==> run_1/clock_nets.png <==
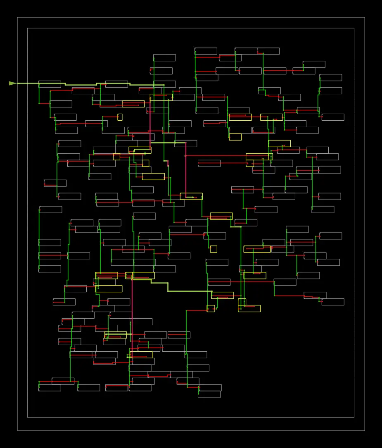
==> run_1/floorplan.png <==
The bar under the picture is 50 µm long. Pins as bars on the die edge.
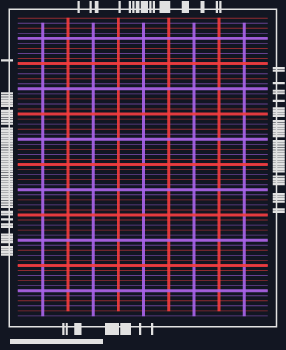
==> run_1/class_map.png <==
Fill, decap, tap and diode cells in grey.
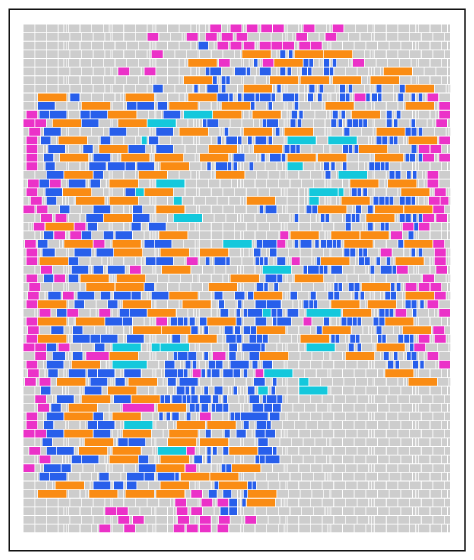
### src/rtl/firebird7_in_gate1_ijtag_host_pkg.sv
// Shared types and width helpers for the gate1 IJTAG scan host.
package firebird7_in_gate1_ijtag_host_pkg;

   typedef enum logic [2:0] {
      ST_IDLE,
      ST_CAPTURE,
      ST_SHIFT,
      ST_UPDATE,
      ST_NETRST,
      ST_RESP
   } host_state_e;

   typedef enum logic {
      OP_SCAN     = 1'b0,
      OP_NETRESET = 1'b1
   } host_op_e;

   function automatic int LEN_W(input int max_len);
      return $clog2(max_len + 1);
   endfunction

   function automatic int IDX_W(input int max_len);
      return (max_len > 1) ? $clog2(max_len) : 1;
   endfunction

endpackage

### src/rtl/firebird7_in_gate1_ijtag_host_shreg.sv
// Shift-out register (LSB leaves first) and bit-indexed capture register.
module firebird7_in_gate1_ijtag_host_shreg
   import firebird7_in_gate1_ijtag_host_pkg::*;
#(
   parameter int MAX_LEN = 64
) (
   input  logic                      clk_i,
   input  logic                      rst_i,
   input  logic                      clear_i,
   input  logic                      load_i,
   input  logic [MAX_LEN-1:0]        data_i,
   input  logic                      shift_i,
   input  logic                      cap_en_i,
   input  logic [IDX_W(MAX_LEN)-1:0] cap_idx_i,
   input  logic                      cap_bit_i,
   output logic                      sout_o,
   output logic [MAX_LEN-1:0]        cap_o
);

   logic [MAX_LEN-1:0] sh_q;
   logic [MAX_LEN-1:0] cap_q;

   // NOTE: non-blocking assignments keep every flop sampling pre-edge values.
   always_ff @(posedge clk_i or posedge rst_i) begin
      if (rst_i) begin
         sh_q  <= '0;
         cap_q <= '0;
      end else if (clear_i) begin
         sh_q  <= '0;
         cap_q <= '0;
      end else if (load_i) begin
         sh_q  <= data_i;
         cap_q <= '0;
      end else begin
         if (shift_i) sh_q <= sh_q >> 1;
         if (cap_en_i) cap_q[cap_idx_i] <= cap_bit_i;
      end
   end

   assign sout_o = sh_q[0];
   assign cap_o  = cap_q;

endmodule

### src/rtl/firebird7_in_gate1_ijtag_scan_host.sv
// IJTAG initiator: turns request words into Capture-Shift-Update or network-reset sequences.
module firebird7_in_gate1_ijtag_scan_host
   import firebird7_in_gate1_ijtag_host_pkg::*;
#(
   parameter int MAX_LEN    = 64,
   parameter int RST_CYCLES = 4
) (
   input  logic                      ijtag_tck,
   input  logic                      ijtag_reset,
   input  logic                      req_valid,
   output logic                      req_ready,
   input  logic                      req_op,
   input  logic [LEN_W(MAX_LEN)-1:0] req_len,
   input  logic [MAX_LEN-1:0]        req_data,
   output logic                      rsp_valid,
   input  logic                      rsp_ready,
   output logic [MAX_LEN-1:0]        rsp_data,
   output logic                      ijtag_to_reset,
   output logic                      ijtag_to_sel,
   output logic                      ijtag_to_ce,
   output logic                      ijtag_to_se,
   output logic                      ijtag_to_ue,
   output logic                      ijtag_to_si,
   input  logic                      ijtag_from_so
);

   localparam int LW  = LEN_W(MAX_LEN);
   localparam int IW  = IDX_W(MAX_LEN);
   localparam int RCW = (RST_CYCLES > 1) ? $clog2(RST_CYCLES) : 1;
   localparam int CW  = (IW > RCW) ? IW : RCW;

   host_state_e   state_q;
   logic [LW-1:0] len_q;
   logic [CW-1:0] cnt_q;
   logic          req_ready_q, rsp_valid_q;
   logic          to_reset_q, sel_q, ce_q, se_q, ue_q, si_q;

   logic          accept, shift_last, rsp_hs, shift_en, sout;
   logic [LW-1:0] len_eff;

   assign accept     = (state_q == ST_IDLE) && req_valid && req_ready_q;
   assign len_eff    = (req_len > LW'(MAX_LEN)) ? LW'(MAX_LEN) : req_len;
   assign shift_last = (cnt_q == CW'(len_q - LW'(1)));
   assign rsp_hs     = (state_q == ST_RESP) && rsp_valid_q && rsp_ready;
   assign shift_en   = ((state_q == ST_CAPTURE) && (len_q != '0)) ||
                       ((state_q == ST_SHIFT) && !shift_last);

   firebird7_in_gate1_ijtag_host_shreg #(.MAX_LEN(MAX_LEN)) u_shreg (
      .clk_i     (ijtag_tck),
      .rst_i     (ijtag_reset),
      .clear_i   (rsp_hs),
      .load_i    (accept),
      .data_i    (req_data),
      .shift_i   (shift_en),
      .cap_en_i  (state_q == ST_SHIFT),
      .cap_idx_i (IW'(cnt_q)),
      .cap_bit_i (ijtag_from_so),
      .sout_o    (sout),
      .cap_o     (rsp_data)
   );

   // Outputs are loaded with the value for the state being entered, so they line up with state_q.
   always_ff @(posedge ijtag_tck or posedge ijtag_reset) begin
      if (ijtag_reset) begin
         state_q     <= ST_IDLE;
         len_q       <= '0;
         cnt_q       <= '0;
         req_ready_q <= 1'b0;
         rsp_valid_q <= 1'b0;
         to_reset_q  <= 1'b0;
         sel_q       <= 1'b0;
         ce_q        <= 1'b0;
         se_q        <= 1'b0;
         ue_q        <= 1'b0;
         si_q        <= 1'b0;
      end else begin
         to_reset_q <= 1'b1;
         sel_q      <= 1'b0;
         ce_q       <= 1'b0;
         se_q       <= 1'b0;
         ue_q       <= 1'b0;
         si_q       <= 1'b0;
         unique case (state_q)
            ST_IDLE: begin
               req_ready_q <= 1'b1;
               if (accept) begin
                  req_ready_q <= 1'b0;
                  len_q       <= len_eff;
                  cnt_q       <= '0;
                  if (host_op_e'(req_op) == OP_NETRESET) begin
                     state_q    <= ST_NETRST;
                     to_reset_q <= 1'b0;
                  end else begin
                     state_q <= ST_CAPTURE;
                     sel_q   <= 1'b1;
                     ce_q    <= 1'b1;
                  end
               end
            end
            ST_CAPTURE: begin
               sel_q <= 1'b1;
               if (len_q != '0) begin
                  state_q <= ST_SHIFT;
                  se_q    <= 1'b1;
                  si_q    <= sout;
               end else begin
                  state_q <= ST_UPDATE;
                  ue_q    <= 1'b1;
               end
            end
            ST_SHIFT: begin
               sel_q <= 1'b1;
               if (shift_last) begin
                  state_q <= ST_UPDATE;
                  ue_q    <= 1'b1;
               end else begin
                  cnt_q <= cnt_q + CW'(1);
                  se_q  <= 1'b1;
                  si_q  <= sout;
               end
            end
            ST_UPDATE: state_q <= ST_RESP;
            ST_NETRST: begin
               if (cnt_q == CW'(RST_CYCLES - 1)) begin
                  state_q <= ST_RESP;
               end else begin
                  cnt_q      <= cnt_q + CW'(1);
                  to_reset_q <= 1'b0;
               end
            end
            ST_RESP: begin
               if (rsp_hs) begin
                  rsp_valid_q <= 1'b0;
                  req_ready_q <= 1'b1;
                  state_q     <= ST_IDLE;
               end else begin
                  rsp_valid_q <= 1'b1;
               end
            end
            default: state_q <= ST_IDLE;
         endcase
      end
   end

   assign req_ready      = req_ready_q;
   assign rsp_valid      = rsp_valid_q;
   assign ijtag_to_reset = to_reset_q;
   assign ijtag_to_sel   = sel_q;
   assign ijtag_to_ce    = ce_q;
   assign ijtag_to_se    = se_q;
   assign ijtag_to_ue    = ue_q;
   assign ijtag_to_si    = si_q;

endmodule
### config.mk
export PLATFORM = sky130hd
export DESIGN_NAME = firebird7_in_gate1_ijtag_scan_host
export DESIGN_NICKNAME = d
export VERILOG_FILES = /design/src/rtl/firebird7_in_gate1_ijtag_host_pkg.sv /design/src/rtl/firebird7_in_gate1_ijtag_host_shreg.sv /design/src/rtl/firebird7_in_gate1_ijtag_scan_host.sv
export SDC_FILE = /design/constraint.sdc
export NUM_CORES = 1
export LEC_CHECK = 0
export CAP_MARGIN = 20
export CORE_ASPECT_RATIO = 1.2
export CORE_MARGIN = 4
export CORE_UTILIZATION = 35
export CTS_CLUSTER_DIAMETER = 120
export DETAILED_ROUTE_END_ITERATION = 7
export MAX_ROUTING_LAYER = met4
export PLACE_DENSITY = 0.63
export SLEW_MARGIN = 20
export SYNTH_ARGS = -nofsm -noshare
export SYNTH_HDL_FRONTEND = slang
export SYNTH_SLANG_ARGS = --single-unit
### constraint.sdc
create_clock -name ijtag_tck -period 14.05 [get_ports ijtag_tck]
set_clock_uncertainty 0.2 [all_clocks]
set_input_delay 3.5125 -clock ijtag_tck [delete_from_list [all_inputs] [get_ports ijtag_tck]]
set_output_delay 3.5125 -clock ijtag_tck [all_outputs]
set_load 0.01 [all_outputs]
==> COMMIT_EDITMSG, run 1 <==
Update PnR metrics after Yosys + OpenROAD run

* Routed wire length: between 15000 and 20000 µm
- Inst Count DP: 1095
- Worst reg-to-reg setup slack: approximately 11000 ps
- Final worst slack: 7895 ps
- Tap insertion was completed with 274 tapcells.
- In the layout the commonest cells are 152 x sky130_fd_sc_hd__dfrtp_1, 147 x sky130_fd_sc_hd__clkdlybuf4s50_1, 131 x sky130_fd_sc_hd__nand2_1.
- Cell class with the largest area share: registers
* Max-slew violations: 0
* Die Y: 170.3 µm
* Count of cells resized by post-cts repair: 0
- Post-Synthesis Cells: 727
- The endpoint of the worst hold path is reported as len_q[6].
- Number of antenna violations at the first check in global routing: 0
- The final report gives the core utilization as 0.4566.
- Total power normalized to cell area comes to 189.0 mW/mm².
- The longest clock path from root to sink contains 2 buffers.
- Top cell type by total area after synthesis: sky130_fd_sc_hd__dfrtp_1
* Overall Power: 1.867 mW
* Unrepaired setup endpoints after global routing: false
- Hold is met by 280.1 ps.
- The first TritonRoute pass finished after 4 iterations.
* Number of register bits inferred by synthesis: 152
* Worst path cell trace: clkdlybuf4s50_1, and2_1, nand3_1, a21o_2, and3_4, buf_16, mux2_1
- Clock latency reported for the late side of the worst-skew pair: roughly 420 ps
- Non-Filler Instances: 1125
- Leaving out fill and tap cells, the most frequent cell in the layout is sky130_fd_sc_hd__dfrtp_1.
- Count of cells along the worst register-to-register path: 6
* Fraction of area in registers: 0.3851
* Drt via density: 5.162
- Cell Area, Synth: approximately 0.0077 mm²
- Buffers added on ports: 148
- Final setup vio count: 0
- GRT Total Usage: 0.1600
* Post-placement worst setup slack: just over 7000 ps
* Core Area: 0.02163 mm²
- In the finished design, the share of the clock period the worst path needs comes to 0.4381.
- Per the final layout report, the fraction of cells sized above drive strength 1 comes to 0.1375.
- Number of diodes added for antenna fixing: 0
* Growth of design area from synthesis to finish: 28.50%
- Critical Path Fanout Max: around 42
- The launch point of the critical path was reported as rsp_ready.
- Proportion of cell area occupied by multi-input gates: 0.3580
* Non-clk buf share: 0.1610
- For the worst reg-to-reg path, the startpoint reported by OpenROAD is state_q[0].
* Portion of the layout cell area used by clock cells: 0.05726
* Post-Syn Nets: 806
* Horizontal die dimension: 143.3 µm
* Number of cell instances after yosys synthesis: 727
- Worst-margin pin slew: around 1000 ps
- Wire length of the first global-routing pass: 30390 µm
- Per STA, the worst path accumulates the most delay in the family simple AND/OR/NAND/NOR gates.
* Total setup buffers inserted after CTS: 0
* Critical path's slowest cell: sky130_fd_sc_hd__and3_4
* Destination of the worst register-to-register timing path: u_shreg.sh_q[61]
- Each instance of the synthesized netlist takes up on average 10.57 µm².
- Per the synth stats, the flop cell with the highest instance count is sky130_fd_sc_hd__dfrtp_1.
* Max transition margin: 0.3409
- Crit. path cell count: 7
* Number of signal-net buffers in the layout: 158
- Signal inverters: 9
- Synth warnings: 0
- The worst setup path is of the in2reg kind.
- Fin nets: around 920
- Remaining Overflow, GRT: 0
- Vias in the first global route: 5761
* Status: completed
- Post-synth ARST share: 1.000
- Detailed routing inserted a total of 5807 vias.
- The OpenROAD report gives the critical path a required time of roughly 14000 ps.
* Number of rows in the core area: approximately 60
* DRC: 0
- The placement summary gives the final routability congestion estimate as 0.7983.
* Starting utilization of the core area: 0.3554
- Max-Cap Viols: 0
- Arrival time at the worst endpoint: 6260 ps
- Fill cells in the final layout number 2043.
* Root buffer cell: sky130_fd_sc_hd__clkbuf_16
- Number of enable flip-flop cells: 0
- Endpoints failing hold in the final report were tallied at 0.
- Hold path start: len_q[6]
Back to the opening pictures, clock_nets.png:
clock network power: 444 µW
number of buffers created by CTS: 17
CLK BUF: 18
clock sinks: 152
layout sequential cell count: 152

Back to the opening pictures, floorplan.png:
[purple] VSS
[red] VDD
met5 straps: 11
rows: 59
signal pins: 149

Back to the opening pictures, class_map.png:
[blue] remaining logic cells | cells: 512 | share of their area: 37%
[cyan] clock drivers and dummy loads | cells: 29 | share of their area: 5.9%
[orange] sequential cells | cells: 152 | share of their area: 40%
[magenta] remaining buffers and delay cells | cells: 158 | share of their area: 17%

-- run 1: sequential cells by signal, summed over array words and instances (netlist names) --
signal and flops:
rsp_valid 1, u_shreg.cap_o 64, ijtag_to_ue 1, req_ready 1, ijtag_to_ce 1, state_q 3, len_q 7, ijtag_to_se 1
cnt_q 6, ijtag_to_reset 1, ijtag_to_si 1, u_shreg.sh_q 64, ijtag_to_sel 1
-- run 1: synthesized netlist by cell type (all sizes together) (4+ instances only) --
cell and count:
a21oi 52, nor2 39, nand3 50, nand3b 8, and3 5, nor3 12
o22ai 4, inv 8, a21o 4, clkbuf 47, buf 16, xnor2 6
mux2i 22, o21ai 8, dfrtp 152, mux2 63, nand2 131, a22o 64
-- run 1: worst register-to-register path, delay by kind of cell (launching register included) --
kind | cells | cell delay (ps)
compound gates | 1 | 570
buf+inv | 2 | 640
flops | 1 | 750
mux | 1 | 380
simple gates | 2 | 850
-- run 1: cells by family (layout without fill, tap and decap cells) --
family / Yosys count / in the layout / share of synthesized area
and+or+nand+nor: 261 / 261 / 0.1553
DFF: 152 / 152 / 0.4949
AOI/OAI and AO/OA: 147 / 147 / 0.1366
muxes: 85 / 85 / 0.1498
buffers and inverters: 72 / 196 / 0.05111
xor gates and xnor gates: 8 / 8 / 0.009116
adders and majority gates: 2 / 2 / 0.003255
-- run 1: report_power, final --
part / switching, mW / internal, mW
Clock: 0.181 / 0.263
Sequential: 0.104 / 0.548
Combinational: 0.356 / 0.415
Total: 0.641 / 1.23
-- run 1: layer usage --
layer | wire [µm] | up-vias | track usage
met4 | 193 | 0 | 0.04177
li1 | - | 2782 | -
met2 | 9081 | 152 | 0.2520
met3 | 969 | 21 | 0.03907
met1 | 8659 | 2852 | 0.2081
met5 | 0 | - | -
==> run_1/clock_wires.png <==
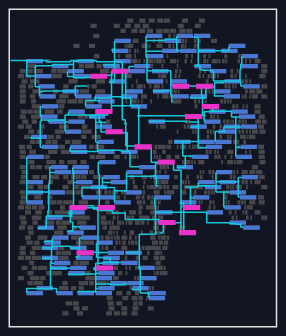

## Run 2: what changed since run 1
==> constraint.sdc (replaced) <==
create_clock -name ijtag_tck -period 6.05 [get_ports ijtag_tck]
set_clock_uncertainty 0.2 [all_clocks]
set_input_delay 1.5125 -clock ijtag_tck [delete_from_list [all_inputs] [get_ports ijtag_tck]]
set_output_delay 1.5125 -clock ijtag_tck [all_outputs]
set_load 0.01 [all_outputs]
==> run_2/clock_wires.png <==
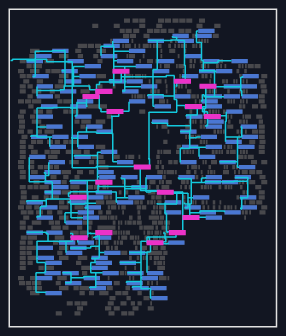
[cyan] clock wires | length: 2050 µm
[magenta] clock-net drivers | count: 17
[blue] flip-flops | count: 152
flops lie: all over the die
routed clock nets: 18

==> run_2/floorplan.png <==
The bar under the picture is 50 µm long. Pins as bars on the die edge.
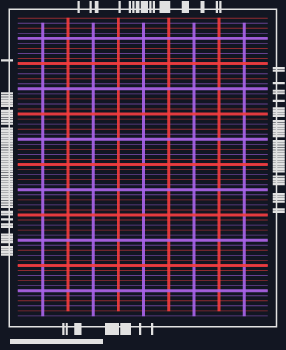
[purple] VSS
[red] VDD
rows: 59
met1 rails: 60
met4 straps: 9
signal pins: 149
Die Y: 170.3 µm
Core Area: 0.02163 mm²
horizontal die dimension: 143.3 µm
Peak supply drop: 0.3020 mV

==> run 2 against run 1 <==
Effect of this change: hold slack worse by 0.50 ps; combinational power up 130%; largest power group unchanged; count of clock-buffer cells in the layout grew 3.
==> COMMIT_EDITMSG, run 2 <==
Update PnR metrics after Yosys + OpenROAD run

- Status: completed
- Power spent charging and discharging nets: 1.483 mW (+130%)
- The floorplan core density was 0.3554 (unchanged).
- Overall Power: 4.302 mW (+130%)
* Most common cell after layout, fill and taps aside: sky130_fd_sc_hd__dfrtp_1
- The warning count from the yosys run was 0 (unchanged).
- Max transition margin: 0.3143 (-0.02661)
- The number of failing setup endpoints in the final timing report is 0 (unchanged).
* Register share after synthesis: 0.4949
- The final max-slew violation count was 0 (unchanged).
- Yosys stat chip area: 0.007686 mm²
- Top cell type by total area after synthesis: sky130_fd_sc_hd__dfrtp_1
- DRC violation total after the first TritonRoute iteration: 281
- Antenna-violating nets left: 0
* Most frequent cells after synthesis: 152 x sky130_fd_sc_hd__dfrtp_1, 131 x sky130_fd_sc_hd__nand2_1, 64 x sky130_fd_sc_hd__a22o_1
- The number of global-route vias before repair is 5688 (-1.3%).
- Post-synth top flop: sky130_fd_sc_hd__dfrtp_1
- The worst setup path is captured at a register.
- Largest net degree at the start of global routing: 89
- The power in the clock group is 1.01 mW (+130%).
- Wire length of the first global-routing pass: 30350 µm (-0.11%)
- Total negative slack: 0 ps
- The remaining design rule violation count came to 0 (unchanged).
- Reported leakage power: 4.469 nW
- The synthesized netlist net count was 806 (unchanged).
- Max-Cap Viols: 0 (unchanged)
- Once detailed placement completed, the half-perimeter wirelength came to 12390 µm.
- Unrepaired setup endpoints after global routing: false
* Total setup buffers inserted after CTS: 0 (unchanged)
* Area leader share: 0.4949
- Post-Synthesis Cells: 727 (unchanged)
* Fill count: 2033 (-0.49%)
- GRT Total Usage: 0.1606 (+0.0006042)
* Delay of the slowest cell on the worst path: 670 ps
* Category of the most critical setup path: in2reg
- Number of register bits inferred by synthesis: 152 (unchanged)
- Growth of design area from synthesis to finish: 28.34%
- The routability congestion estimate from global placement is 0.8284 (+3.8%).
* Final worst path period need: between 3000 and 4000 ps
- The number of antenna violations at the first check in global routing is 0 (unchanged).
- Cell internal power dissipation: 2.819 mW (+130%)
- The clock share of power was 0.235 (-0.003).
* Share of the cycle needed by the critical path after routing: 0.6062
- The fraction of power consumed by combinational cells is 0.414 (about the same).
- On the worst setup and hold paths after CTS, the clock-pin slew comes to around 60 ps.
- The count of clock tree sinks came to 152 (unchanged).
* Root buffer cell: sky130_fd_sc_hd__clkbuf_16
- The gate-level netlist out of Yosys references 48 unique cell types.
- Register share of total power: 0.351 (+0.002)
- The iteration tally of the first detailed-router pass was 5 (+1).
- The count of flip-flops with a built-in enable after synthesis came to 0 (unchanged).
* Cells taking the most area after synthesis: sky130_fd_sc_hd__dfrtp_1 49%, sky130_fd_sc_hd__mux2_4 12%, sky130_fd_sc_hd__a22o_1 7.3%
* Endpoint required time on the critical path: 6140 ps (-8010 ps)
* Routed wire length: 18610 µm (-1.6%)
- Hold WS: 279.6 ps (-0.5000 ps)
- Power density of the placed cells: 436.1 mW/mm² (+130%)
- Combinational-cell power consumption: 1.78 mW (+130%)
* Hold Buf Count CTS: 0
- The data arrival time at the worst-slack endpoint was 3750 ps (-2510 ps).
* Power consumed by sequential cells: 1.51 mW (+130%)
* Number of cell instances after yosys synthesis: 727 (unchanged)
- Number of H-tree branching levels: 4
- The deepest clock path buffer count was 2 (unchanged).
- The most frequently used library cell after synthesis is sky130_fd_sc_hd__dfrtp_1.
- According to the floorplan report, the total die area is 0.02441 mm².
- TritonCTS built the clock tree.
- Remaining Overflow, GRT: 0 (unchanged)
- Of all power groups, the one with the highest power is combinational cells.
- Number of OpenROAD warnings: 26
- Number of primary I/O pins: 149
- Total count of hold-check failures in the final report: 0 (unchanged)
- The average vias per placed instance is 5.117 (-0.87%).
* Number of rows in the core area: 59 (unchanged)
- Inst Count DP: 1098 (+0.27%)
* Number of diodes added for antenna fixing: 0 (unchanged)
- The count of input and output buffers was 148 (unchanged).
- Worst path cell trace: clkdlybuf4s50_1, nand2_1, nor2_1, nand2_1, a21oi_4, buf_4, nor2_1
- Post-synth ARST share: 1.000 (unchanged)
* Comb. cell area: 0.003533 mm²
* Fin nets: 922 (+0.22%)
* Cell Area, Synth: 0.007686 mm² (unchanged)
- Via total after detailed routing: 5782 (-0.43%)
- In the layout the commonest cells are 152 x sky130_fd_sc_hd__dfrtp_1, 147 x sky130_fd_sc_hd__clkdlybuf4s50_1, 131 x sky130_fd_sc_hd__nand2_1.
- The number of non-filler instances in the completed layout is 1130 (+0.44%).
* Hold WC Path Type: reg2reg
- The switching part of the total power is 0.3447 (+0.001485).
- Critical Path Fanout Max: 37 (-12%)
* Register area: 0.003804 mm²
* Achievable frequency: ~0.27 GHz
- Clock latency reported for the late side of the worst-skew pair: 420 ps (about the same)
- Count of cells resized by post-cts repair: 0 (unchanged)
* Synthesized area divided by synthesized cell count: 10.57 µm² (unchanged)
- The fraction of layout cells with a size suffix above 1 came to 0.1390 (+0.001533).
- The number of buffers created by CTS came to 17 (unchanged).
- Worst-margin pin slew: 1025 ps (+44.29 ps)
- STA classifies the critical path startpoint as an input port.
- Per the detail_route report, routed wire per instance is 16.47 µm.
* Critical path's slowest cell: sky130_fd_sc_hd__a21oi_4
[run 2: cell counts after synthesis]
No cell type changed its count.
[run 2: worst max-delay path: cells and delay by family]
family	cells	cell delay (ps)
buffers and inverters	2	980
AND/OR/NAND/NOR	4	550
AND-OR/OR-AND	1	670
[run 2: per-stage QoR]
step / worst slack, ps / utilization / area, µm²
5_1_grt: 2214 / 0.4561 / 9864
4_1_cts: 2399 / 0.4557 / 9856
2_1_floorplan: 244.4 / - / 7686
6_report: 2382 / 0.4561 / 9864
3_3_place_gp: 1900 / 0.4286 / 9271
3_5_place_dp: 1966 / 0.4299 / 9299
[run 2: metal layers]
layer / vias up / track usage / wire [µm]
met5: - / - / 0
met4: 0 / 0.04218 / 188
met3: 11 / 0.04272 / 1058
met2: 155 / 0.2498 / 8900
met1: 2838 / 0.2094 / 8463
li1: 2778 / - / -
[run 2: cells by family after synthesis]
family	count (synthesis)	synth area share
AOI/OAI and AO/OA	147	0.1366
xor gates and xnor gates	8	0.009116
adders and majority gates	2	0.003255
buffers and inverters	72	0.05111
DFF	152	0.4949
muxes	85	0.1498
and+or+nand+nor	261	0.1553
[run 2: final timing paths]
check,from,end,slack (ps),cells past startpoint
worst min-delay path,len_q[6],len_q[6],280,2
worst max-delay path,req_valid,u_shreg.cap_o[19],2380,7
worst min register to register,len_q[6],len_q[6],280,2
max in group asynchronous,ijtag_reset,u_shreg.cap_o[32],3270,3
min in group asynchronous,ijtag_reset,u_shreg.cap_o[59],1440,2
worst max register to register,len_q[0],u_shreg.sh_q[62],2770,9
[run 2: final cells by class]
class | count | area share
inverters | 9 | 0.003932
clock buffers | 21 | 0.04668
repair buffers | 160 | 0.1611
clock inverters | 11 | 0.009767
flip-flops and latches | 152 | 0.3856
multi-input cells | 503 | 0.3582
well taps | 274 | 0.03475
==> run_2/clock_nets.png <==
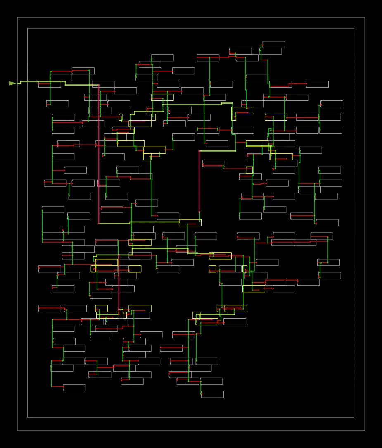

## Run 3: what changed since run 2
==> constraint.sdc (replaced) <==
create_clock -name ijtag_tck -period 3.6 [get_ports ijtag_tck]
set_clock_uncertainty 0.2 [all_clocks]
set_input_delay 0.9 -clock ijtag_tck [delete_from_list [all_inputs] [get_ports ijtag_tck]]
set_output_delay 0.9 -clock ijtag_tck [all_outputs]
set_load 0.01 [all_outputs]
==> run_3/clock_nets.png <==
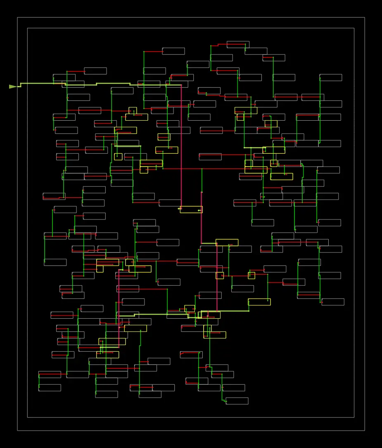
clock latency reported for the late side of the worst-skew pair: 420 ps
CLK BUF: 19
clock network power: 1.77 mW

==> run 3 against run 2 <==
Effect of this change: die size stayed put; clock power up 75%; synthesized cell count did not move; area after synthesis is the same; register-to-register slack lost 2200 ps; critical path type is now reg2reg; largest power group unchanged.
==> COMMIT_EDITMSG, run 3 <==
Update PnR metrics after Yosys + OpenROAD run

- The xor/xnor share of the synthesized area is 0.009116 (unchanged).
- Among all stages on the critical path, the largest delay is contributed by sky130_fd_sc_hd__and3_4.
- Checking hold timing, the worst path is listed with class reg2reg.
* Horizontal die dimension: 143.3 µm (unchanged)
- Worst path cell trace: inv_1, ha_1, nor3b_1, nand2_1, o32a_1, o21ai_4, and3_4, buf_4, mux2_4
- The final design area excluding fillers is 0.01003 mm² (+1.6%).
- The data arrival time at the worst-slack endpoint is 3180 ps (-570 ps).
- The deepest clock path buffer count came to 2 (unchanged).
- The met3 usage came to 0.03991 (-0.002811).
* Endpoint required time on the critical path: 3710 ps (-2430 ps)
- Per STA, the worst path accumulates the most delay in the family simple AND/OR/NAND/NOR gates.
* Non-Filler Instances: 1142 (+1.1%)
- After global routing, the most crowded layer is met2.
* Final setup vio count: 0 (unchanged)
- After synthesis, the largest family of logic cells by area is simple AND/OR/NAND/NOR gates.
- The total power density per cell area was 733.8 mW/mm² (+68%).
- Vias in the first global route: 5848 (+2.8%)
* Critical Path Sink Type: register
* Number of cell instances after yosys synthesis: 727 (unchanged)
- The static leakage is 4.538 nW (+1.5%).
* Yosys stat chip area: 0.007686 mm² (unchanged)
* Total setup buffers inserted after CTS: 0 (unchanged)
* Number of buffers and inverters on the critical path: 2 (unchanged)
- Hold WS: 289.3 ps (+9.647 ps)
- Starting utilization of the core area: 0.3554 (unchanged)
- sky130_fd_sc_hd__dfrtp_1 takes more of the synthesized area than any other cell.
* Inst Count DP: 1110 (+1.1%)
- Number of H-tree branching levels: 4 (unchanged)
- Post-Synthesis Cells: 727 (unchanged)
- The flow reports an fmax of 0.3255 GHz.
- The number of DRC markers in iteration 0 was 397 (+41%).
- The final max-slew violation count came to 0 (unchanged).
* Number of register bits inferred by synthesis: 152 (unchanged)
- Root buffer cell: sky130_fd_sc_hd__clkbuf_16
- The count of input and output buffers was 148 (unchanged).
* Core Area: 0.02163 mm² (unchanged)
- Worst reg-to-reg setup slack: 530 ps (-2240 ps)
- The total die area is 0.02441 mm² (unchanged).
- In the synthesized netlist, the cells that appear most often are 152 x sky130_fd_sc_hd__dfrtp_1, 131 x sky130_fd_sc_hd__nand2_1, 64 x sky130_fd_sc_hd__a22o_1.
- Hold path start: len_q[6]
* Switching part of the total: 0.3458 (+0.001043)
- The warning count from the yosys run came to 0 (unchanged).
* Fraction of power consumed by combinational cells: 0.418 (+0.004)
- Antenna-violating nets left: 0 (unchanged)
- The main area contributors are sky130_fd_sc_hd__dfrtp_1 49%, sky130_fd_sc_hd__mux2_4 12%, sky130_fd_sc_hd__a22o_1 7.3%.
- Most common cell after layout, fill and taps aside: sky130_fd_sc_hd__dfrtp_1
- Detailed-router iteration count before antenna repair: 4 (-1)
* Category of the most critical setup path: reg2reg
- The stage-log warning count is 26 (unchanged).
- The sequential area share after synthesis is 0.4949 (unchanged).
- The layout filler cell count came to 2072 (+1.9%).
- Clock network fraction of total power: 0.241 (+0.006)
- Power spent charging and discharging nets: 2.544 mW (+72%)
* Max-Cap Viols: 0 (unchanged)
* DRC: 0 (unchanged)
- Cell Area, Synth: 0.007686 mm² (unchanged)
- The run finished with clean final reports.
- The worst hold path depth came to 2 (unchanged).
- The count of flip-flops with a built-in enable after synthesis is 0 (unchanged).
* Delay of the slowest cell on the worst path: 460 ps (-210 ps)
* HPWL after DPL: 12730 µm (+2.8%)
- The synthesis report names the predominant flop master as sky130_fd_sc_hd__dfrtp_1.
- The number of hold buffers added after cts came to 0 (unchanged).
* Clk pin slew, worst setup/hold paths: 60 ps (about the same)
- Unrepaired setup endpoints after global routing: false
- The die span in y is 170.3 µm (unchanged).
- Total negative slack: 0 ps (unchanged)
- Most frequent logic cells in the routed design: 152 x sky130_fd_sc_hd__dfrtp_1, 147 x sky130_fd_sc_hd__clkdlybuf4s50_1, 131 x sky130_fd_sc_hd__nand2_1
- Post-synth ARST share: 1.000 (unchanged)
* Simple-gate share of the synthesized area: 0.1553 (unchanged)
- The number of unique standard cell types used by synthesis came to 48 (unchanged).
- The portion of synthesized cell area occupied by the leading cell type came to 0.4949 (unchanged).
- Between the synthesized netlist and the finished layout, the area growth was recorded as 30.44%.
- The met1 usage came to 0.2075 (-0.001920).
- Largest net degree at the start of global routing: 76 (-15%)
- The met2 demand-to-capacity share in global routing came to 0.2586 (+0.008790).
- Register share of total power: 0.341 (-0.010)
* Fin nets: 934 (+1.3%)
- The routability congestion estimate from global placement was 0.7646 (-7.7%).
- The final timing report derives a shortest allowable period of about 3100 ps.
- The overall power of the completed layout was 7.357 mW (+71%).
- STA lists the startpoint of the worst register-to-register path as len_q[0].
* Share of the cycle needed by the critical path after routing: 0.8535
* Number of antenna violations at the first check in global routing: 0 (unchanged)
* Most numerous cell in the Yosys netlist: sky130_fd_sc_hd__dfrtp_1
* Startpoint Class: register
- Number of rows in the core area: 59 (unchanged)
* Mux area share: 0.1498 (unchanged)
* Destination of the worst register-to-register timing path: u_shreg.sh_q[22]
* Synth Area in Adders: 0.003256 (unchanged)
- Number of diodes added for antenna fixing: 0 (unchanged)
- The count of clock tree sinks is 152 (unchanged).
- Worst-margin pin slew: 1069 ps (+44.15 ps)
- Max transition margin: 0.2847 (-0.02954)
- Fraction of final layout cells sized beyond drive strength 1: 0.1532 (+0.01421)
- Count of cells along the worst register-to-register path: 9 (unchanged)
- The number of placed I/O pins came to 149 (unchanged).
- Post-Syn Nets: 806 (unchanged)
- The maximum fanout along the worst path came to 18 (-51%).
- Remaining Overflow, GRT: 0 (unchanged)
- Number of buffers created by CTS: 17 (unchanged)
- The internal power came to 4.813 mW (+71%).
- Hold analysis lists the worst path endpoint as len_q[6].
* Synthesized area divided by synthesized cell count: 10.57 µm² (unchanged)
- The worst-case vdd ir drop was 0.3586 mV (+19%).
* Wire length of the first global-routing pass: 30810 µm (+1.5%)
* Total count of hold-check failures in the final report: 0 (unchanged)
- TritonCTS clock tree: yes
- Area share of and-or/or-and cells after synthesis: 0.1366 (unchanged)
* Drt via density: 5.113 (about the same)
- Area after DPL: 0.009438 mm² (+1.5%)
* Count of cells resized by post-cts repair: 0 (unchanged)
==> run_3/layers.png <==
The bar under the picture is 50 µm long. Two of the layers only.
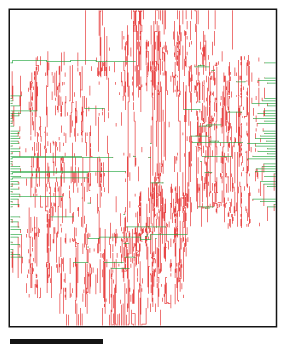
[green] M3 | wire length: 1080 µm
[red] M2 | wire length: 9080 µm
GRT Total Usage: 0.1620
routed wire length: 18820 µm
average routed wire per standard cell: 16.48 µm
via total after detailed routing: 5839

==> run 3: logic make-up after synthesis <==
family / Yosys count
and+or+nand+nor: 261
DFF: 152
AOI/OAI and AO/OA: 147
muxes: 85
buffers and inverters: 72
xor gates and xnor gates: 8
adders and majority gates: 2
==> run 3: how the worst max path moves through the flow <==
stage / startpoint / end / slack (ps) / cells after the start
detailed placement: req_valid / u_shreg.sh_q[11] / 290 / 8
CTS: len_q[0] / u_shreg.sh_q[22] / 500 / 9
global route: len_q[0] / u_shreg.sh_q[29] / 340 / 9
floorplan: ijtag_reset / cnt_q[0] / 580 / 1
finish: len_q[0] / u_shreg.sh_q[22] / 530 / 9
global placement: req_valid / u_shreg.sh_q[11] / 310 / 8
==> run 3: final cells by class <==
class                      instances  area (µm²)  area share
sequential                       152        3804      0.3794
tap                              274       342.8     0.03419
clock buffer                      19       452.9     0.04518
timing repair buffer             172        1732      0.1727
clock inverter                    13       132.6     0.01323
inverter                           9       37.54    0.003744
multi-input combinational        503        3525      0.3516
==> run 3: stage by stage <==
stage	setup slack, ps	util
floorplan	583.1	-
global placement	311.3	0.4363
detailed placement	292.1	0.4363
CTS	500.0	0.4634
global route	342.8	0.4635
finish	527.4	0.4635
==> run 3: power groups by stage <==
| stage | combinational [mW] | clock, mW | sequential [mW] |
|---|---|---|---|
| after floorplan | 2.58 | 0 | 2.41 |
| after global placement | 3.05 | 0 | 2.54 |
| after detailed placement | 3.12 | 0 | 2.53 |
| after CTS | 3.11 | 1.82 | 2.51 |
| after global routing | 3.33 | 1.90 | 2.57 |
| final | 3.07 | 1.77 | 2.51 |
==> run 3: layer usage <==
layer / vias up / routed length (µm)
met5: - / 0
met2: 160 / 9082
li1: 2804 / -
met1: 2858 / 8472
met4: 0 / 191
met3: 17 / 1077
Power figures rest on the tool's default switching activity, not on a simulated workload.
